**config.mk**
```make
export PLATFORM = sky130hd
export DESIGN_NAME = id_ex_ctrl_skid_flat
export DESIGN_NICKNAME = d
export VERILOG_FILES = /design/src/rtl/id_ex_ctrl_skid_if.sv /design/src/rtl/id_ex_ctrl_skid.sv /design/src/flat_wrapper.sv
export SDC_FILE = /design/constraint.sdc
export NUM_CORES = 1
export LEC_CHECK = 0
export CAP_MARGIN = 15
export CORE_ASPECT_RATIO = 0.75
export CORE_MARGIN = 1.5
export CORE_UTILIZATION = 50
export DETAILED_ROUTE_END_ITERATION = 7
export GPL_TIMING_DRIVEN = 0
export PLACE_DENSITY = 0.9
export SYNTH_ARGS = -nofsm -noshare
export SYNTH_HDL_FRONTEND = slang
export SYNTH_SLANG_ARGS = --single-unit
```
**constraint.sdc**
```tcl
create_clock -name clk -period 3.4 [get_ports clk]
set_input_delay 0.68 -clock clk [delete_from_list [all_inputs] [get_ports clk]]
set_output_delay 0.68 -clock clk [all_outputs]
set_load 0.05 [all_outputs]
```
**src/rtl/id_ex_ctrl_skid_if.sv**
```systemverilog
// ID->EX control bundle handshake interface.
// Optional stall_cycles signal exists only with ID_EX_STALL_CNT_EN.
interface id_ex_ctrl_skid_if #(
  parameter int ALU_OP_WIDTH    = 7,
  parameter int ALU_FUNC3_WIDTH = 3,
  parameter int ALU_FUNC7_WIDTH = 7,
`ifdef ID_EX_STALL_CNT_EN
  parameter int PC_WIDTH        = 64,
  parameter int CNT_WIDTH       = 32
`else
  parameter int PC_WIDTH        = 64
`endif
);
  logic                       in_valid;
  logic                       in_ready;
  logic                       alu_src_in;
  logic [ALU_OP_WIDTH-1:0]    alu_op_in;
  logic [ALU_FUNC3_WIDTH-1:0] alu_func3_in;
  logic [ALU_FUNC7_WIDTH-1:0] alu_func7_in;
  logic [PC_WIDTH-1:0]        pc_in;
  logic                       out_valid;
  logic                       out_ready;
  logic                       alu_src_out;
  logic [ALU_OP_WIDTH-1:0]    alu_op_out;
  logic [ALU_FUNC3_WIDTH-1:0] alu_func3_out;
  logic [ALU_FUNC7_WIDTH-1:0] alu_func7_out;
  logic [PC_WIDTH-1:0]        pc_out;
`ifdef ID_EX_STALL_CNT_EN
  logic [CNT_WIDTH-1:0]       stall_cycles;
`endif

  modport master (
`ifdef ID_EX_STALL_CNT_EN
    input  stall_cycles,
`endif
    output in_valid,
    output alu_src_in,
    output alu_op_in,
    output alu_func3_in,
    output alu_func7_in,
    output pc_in,
    output out_ready,
    input  in_ready,
    input  out_valid,
    input  alu_src_out,
    input  alu_op_out,
    input  alu_func3_out,
    input  alu_func7_out,
    input  pc_out
  );

  modport slave (
`ifdef ID_EX_STALL_CNT_EN
    output stall_cycles,
`endif
    input  in_valid,
    input  alu_src_in,
    input  alu_op_in,
    input  alu_func3_in,
    input  alu_func7_in,
    input  pc_in,
    input  out_ready,
    output in_ready,
    output out_valid,
    output alu_src_out,
    output alu_op_out,
    output alu_func3_out,
    output alu_func7_out,
    output pc_out
  );
endinterface

```
**src/rtl/id_ex_ctrl_skid.sv**
```systemverilog
// Elastic ID->EX control register with 2-entry skid buffer and flush.
// Define ID_EX_STALL_CNT_EN to add the saturating stall_cycles counter.
module id_ex_ctrl_skid #(
  parameter int ALU_OP_WIDTH    = 7,
  parameter int ALU_FUNC3_WIDTH = 3,
  parameter int ALU_FUNC7_WIDTH = 7,
`ifdef ID_EX_STALL_CNT_EN
  parameter int PC_WIDTH        = 64,
  parameter int CNT_WIDTH       = 32
`else
  parameter int PC_WIDTH        = 64
`endif
) (
  input logic          clk,
  input logic          reset,
  input logic          flush,
  id_ex_ctrl_skid_if.slave bus
);

  typedef struct packed {
    logic                       src;
    logic [ALU_OP_WIDTH-1:0]    op;
    logic [ALU_FUNC3_WIDTH-1:0] f3;
    logic [ALU_FUNC7_WIDTH-1:0] f7;
    logic [PC_WIDTH-1:0]        pc;
  } bundle_t;

  typedef enum logic [1:0] {
    EMPTY,
    ONE,
    FULL
  } state_t;

  state_t  state_q, state_d;
  bundle_t main_q, main_d;
  bundle_t skid_q, skid_d;
  bundle_t in_b, out_b;
  logic    in_fire, out_fire;

  assign in_b = {bus.alu_src_in, bus.alu_op_in,
                 bus.alu_func3_in, bus.alu_func7_in,
                 bus.pc_in};

  assign bus.in_ready  = (state_q != FULL);
  assign bus.out_valid = (state_q != EMPTY);

  assign in_fire  = bus.in_valid & bus.in_ready;
  assign out_fire = bus.out_valid & bus.out_ready;

  // Bubbles present all-zero control so EX sees a NOP.
  assign out_b = bus.out_valid ? main_q : '0;

  assign bus.alu_src_out   = out_b.src;
  assign bus.alu_op_out    = out_b.op;
  assign bus.alu_func3_out = out_b.f3;
  assign bus.alu_func7_out = out_b.f7;
  assign bus.pc_out        = out_b.pc;

  // Next state and entry updates; flush wins over any transfer.
  always_comb begin
    state_d = state_q;
    main_d  = main_q;
    skid_d  = skid_q;
    if (flush) begin
      state_d = EMPTY;
    end else begin
      unique case (state_q)
        EMPTY: begin
          if (in_fire) begin
            main_d  = in_b;
            state_d = ONE;
          end
        end
        ONE: begin
          unique case (1'b1)
            in_fire & out_fire: begin
              main_d = in_b;
            end
            in_fire & !bus.out_ready: begin
              skid_d  = in_b;
              state_d = FULL;
            end
            out_fire & !bus.in_valid: begin
              state_d = EMPTY;
            end
            default: ;
          endcase
        end
        FULL: begin
          if (out_fire) begin
            main_d  = skid_q;
            state_d = ONE;
          end
        end
        default: state_d = EMPTY;
      endcase
    end
  end

  // State and entry registers.
  always_ff @(posedge clk) begin
    if (reset) begin
      state_q <= EMPTY;
      main_q  <= '0;
      skid_q  <= '0;
    end else begin
      state_q <= state_d;
      main_q  <= main_d;
      skid_q  <= skid_d;
    end
  end

`ifdef ID_EX_STALL_CNT_EN
  logic [CNT_WIDTH-1:0] stall_q;

  assign bus.stall_cycles = stall_q;

  // Saturating count of cycles EX held a valid bundle back.
  always_ff @(posedge clk) begin
    if (reset) begin
      stall_q <= '0;
    end else if (bus.out_valid && !bus.out_ready
                 && stall_q != '1) begin
      stall_q <= stall_q + 1'b1;
    end
  end
`endif

endmodule
```
**src/flat_wrapper.sv**
```systemverilog
// flat-port wrapper written by rule: the top's interface ports become plain ports
module id_ex_ctrl_skid_flat 
#(
  parameter int ALU_OP_WIDTH    = 7,
  parameter int ALU_FUNC3_WIDTH = 3,
  parameter int ALU_FUNC7_WIDTH = 7,

  parameter int PC_WIDTH        = 64

)
  (clk, reset, flush, bus_in_valid, bus_alu_src_in, bus_alu_op_in, bus_alu_func3_in, bus_alu_func7_in, bus_pc_in, bus_out_ready, bus_in_ready, bus_out_valid, bus_alu_src_out, bus_alu_op_out, bus_alu_func3_out, bus_alu_func7_out, bus_pc_out);
  id_ex_ctrl_skid_if #(.ALU_OP_WIDTH(ALU_OP_WIDTH), .ALU_FUNC3_WIDTH(ALU_FUNC3_WIDTH), .ALU_FUNC7_WIDTH(ALU_FUNC7_WIDTH), .PC_WIDTH(PC_WIDTH)) bus_i ();
  input logic clk;
  input logic reset;
  input logic flush;
  input wire logic [$bits(bus_i.in_valid)-1:0] bus_in_valid;
  input wire logic [$bits(bus_i.alu_src_in)-1:0] bus_alu_src_in;
  input wire logic [$bits(bus_i.alu_op_in)-1:0] bus_alu_op_in;
  input wire logic [$bits(bus_i.alu_func3_in)-1:0] bus_alu_func3_in;
  input wire logic [$bits(bus_i.alu_func7_in)-1:0] bus_alu_func7_in;
  input wire logic [$bits(bus_i.pc_in)-1:0] bus_pc_in;
  input wire logic [$bits(bus_i.out_ready)-1:0] bus_out_ready;
  output wire logic [$bits(bus_i.in_ready)-1:0] bus_in_ready;
  output wire logic [$bits(bus_i.out_valid)-1:0] bus_out_valid;
  output wire logic [$bits(bus_i.alu_src_out)-1:0] bus_alu_src_out;
  output wire logic [$bits(bus_i.alu_op_out)-1:0] bus_alu_op_out;
  output wire logic [$bits(bus_i.alu_func3_out)-1:0] bus_alu_func3_out;
  output wire logic [$bits(bus_i.alu_func7_out)-1:0] bus_alu_func7_out;
  output wire logic [$bits(bus_i.pc_out)-1:0] bus_pc_out;
  assign bus_i.in_valid = bus_in_valid;
  assign bus_i.alu_src_in = bus_alu_src_in;
  assign bus_i.alu_op_in = bus_alu_op_in;
  assign bus_i.alu_func3_in = bus_alu_func3_in;
  assign bus_i.alu_func7_in = bus_alu_func7_in;
  assign bus_i.pc_in = bus_pc_in;
  assign bus_i.out_ready = bus_out_ready;
  assign bus_in_ready = bus_i.in_ready;
  assign bus_out_valid = bus_i.out_valid;
  assign bus_alu_src_out = bus_i.alu_src_out;
  assign bus_alu_op_out = bus_i.alu_op_out;
  assign bus_alu_func3_out = bus_i.alu_func3_out;
  assign bus_alu_func7_out = bus_i.alu_func7_out;
  assign bus_pc_out = bus_i.pc_out;
  id_ex_ctrl_skid #(.ALU_OP_WIDTH(ALU_OP_WIDTH), .ALU_FUNC3_WIDTH(ALU_FUNC3_WIDTH), .ALU_FUNC7_WIDTH(ALU_FUNC7_WIDTH), .PC_WIDTH(PC_WIDTH)) u_core (.clk(clk), .reset(reset), .flush(flush), .bus(bus_i));
endmodule
```
Fig. 1: power grid
Scale bar: 50 um. Pins as bars on the die edge.
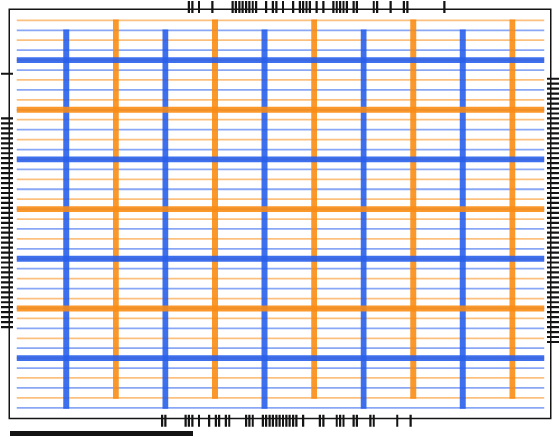
- orange: VDD
- blue: VSS
- signal pins: 171
- met5 straps: 7
- met1 rails: 40
Peak VDD IR: 0.000344 V
Die H: 112 um

Fig. 2: placed cells, one colour a class
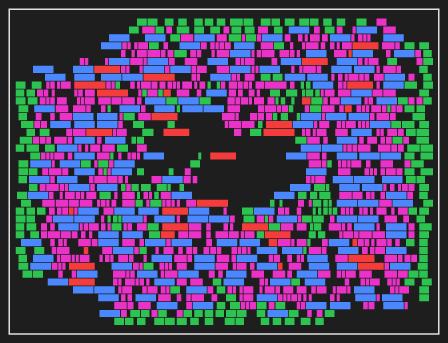
- red: clock drivers and dummy loads (cells 32; share of their area 6.3%)
- blue: sequential cells (cells 166; share of their area 33%)
- magenta: remaining logic cells (cells 603; share of their area 39%)
- green: remaining buffers and delay cells (cells 250; share of their area 22%)
Seq area share: 31.9%
design area: 10,400 um2

Fig. 3: routed clock nets over the placement
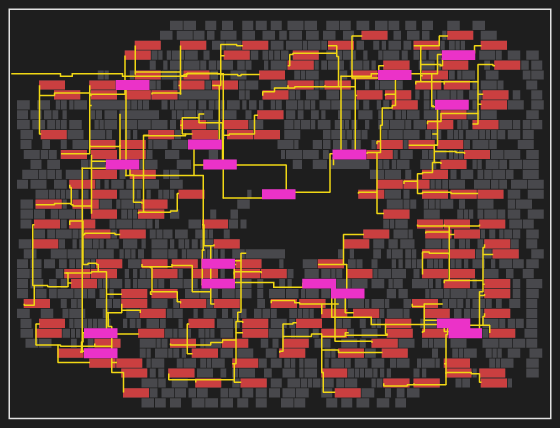
- magenta: clock-net drivers (count 17)
- red: flip-flops (count 166)
- yellow: clock wires (length 1,940 um)
- flops lie: widely spread
- routed clock nets: 18
Post-Route Skew: 0.0115 ns
Insertion Delay late pin: 0.43 ns
Clk pwr share: 43.1%

Fig. 4: signal wires by layer
Scale bar: 50 um.
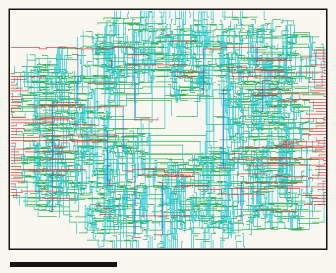
- red: M3 (wire length 1,740 um)
- cyan: M2 (wire length 10,000 um)
- blue: M4 (wire length 306 um)
- green: M1 (wire length 9,440 um)
WL per Instance: 17.1 um
via count: 6,909

Fig. 5: congestion heat map
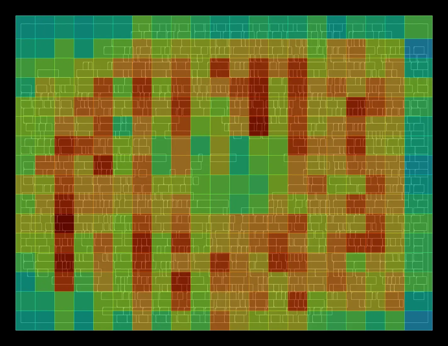
GR Util met3: 6.89%
met2 Use GR: 42.0%
GRT Util Overall: 26.1%

==> qor.csv <==
metric,value,unit
status,finished clean,
Syn Inst Count,850,
slowest CP cell,dlygate4sd2_1,
cell family with most CP delay,buffers and inverters,
Synthesized registers,166,
WS Path Type,flip-flop to primary output,
met1 usage,34.3,%
R2R setup slack,1.14,ns
"worst slack, placed",0.123,ns
Post-CTS Resized,63,
Yosys Chip Area,7870,um2
Psw,1.26,mW
ao+oa area frac,24.0,%
routability cong.,0.819,
I/O pins,171,
met2 WL post-DR,10.0,mm
# nets final,1129,
Startpoint Class,flip-flop,
worst relative slew slack,31.3,%
main flop type,dfxtp_1,
worst hold start,u_core.skid_q[19]$_SDFFE_PP0P_,
Logic Gate Count,599,
hpwl dp,14.6,mm
number of buffers added on ports,169,
worst r2r src,u_core.state_q[0]$_SDFFE_PP0P_,
largest power group,the clock network,
critical path endpoint,bus_alu_func3_out[2],
number of synthesis warnings,0,
P_comb,0.721,mW
routed length on met1,9.44,mm
antenna fix cells,0,
Signal buffers,250,
WHS,0.454,ns
Register Area,3320,um2
Tool Warnings,29,
Initial DRC Count,395,
"non-filler cells, final",1256,
CP Capture Type,primary output,
Layout clock area frac,6.19,%
async set or reset register ratio after synthesis,0,%
simple share,15.7,%
Root Driver,clkbuf_16,
Die ar.,16500,um2
Post-synth top cells,"166 x a21oi_1, 166 x dfxtp_1, 164 x nand2_1, 83 x nor2b_1, 82 x mux2i_1",
Pre-antenna DRT Iters,5,
fraction of power consumed by sequential logic,42.3,%
CP max FO,10,
No activity file was given, so power comes from the tool's default toggle rates.
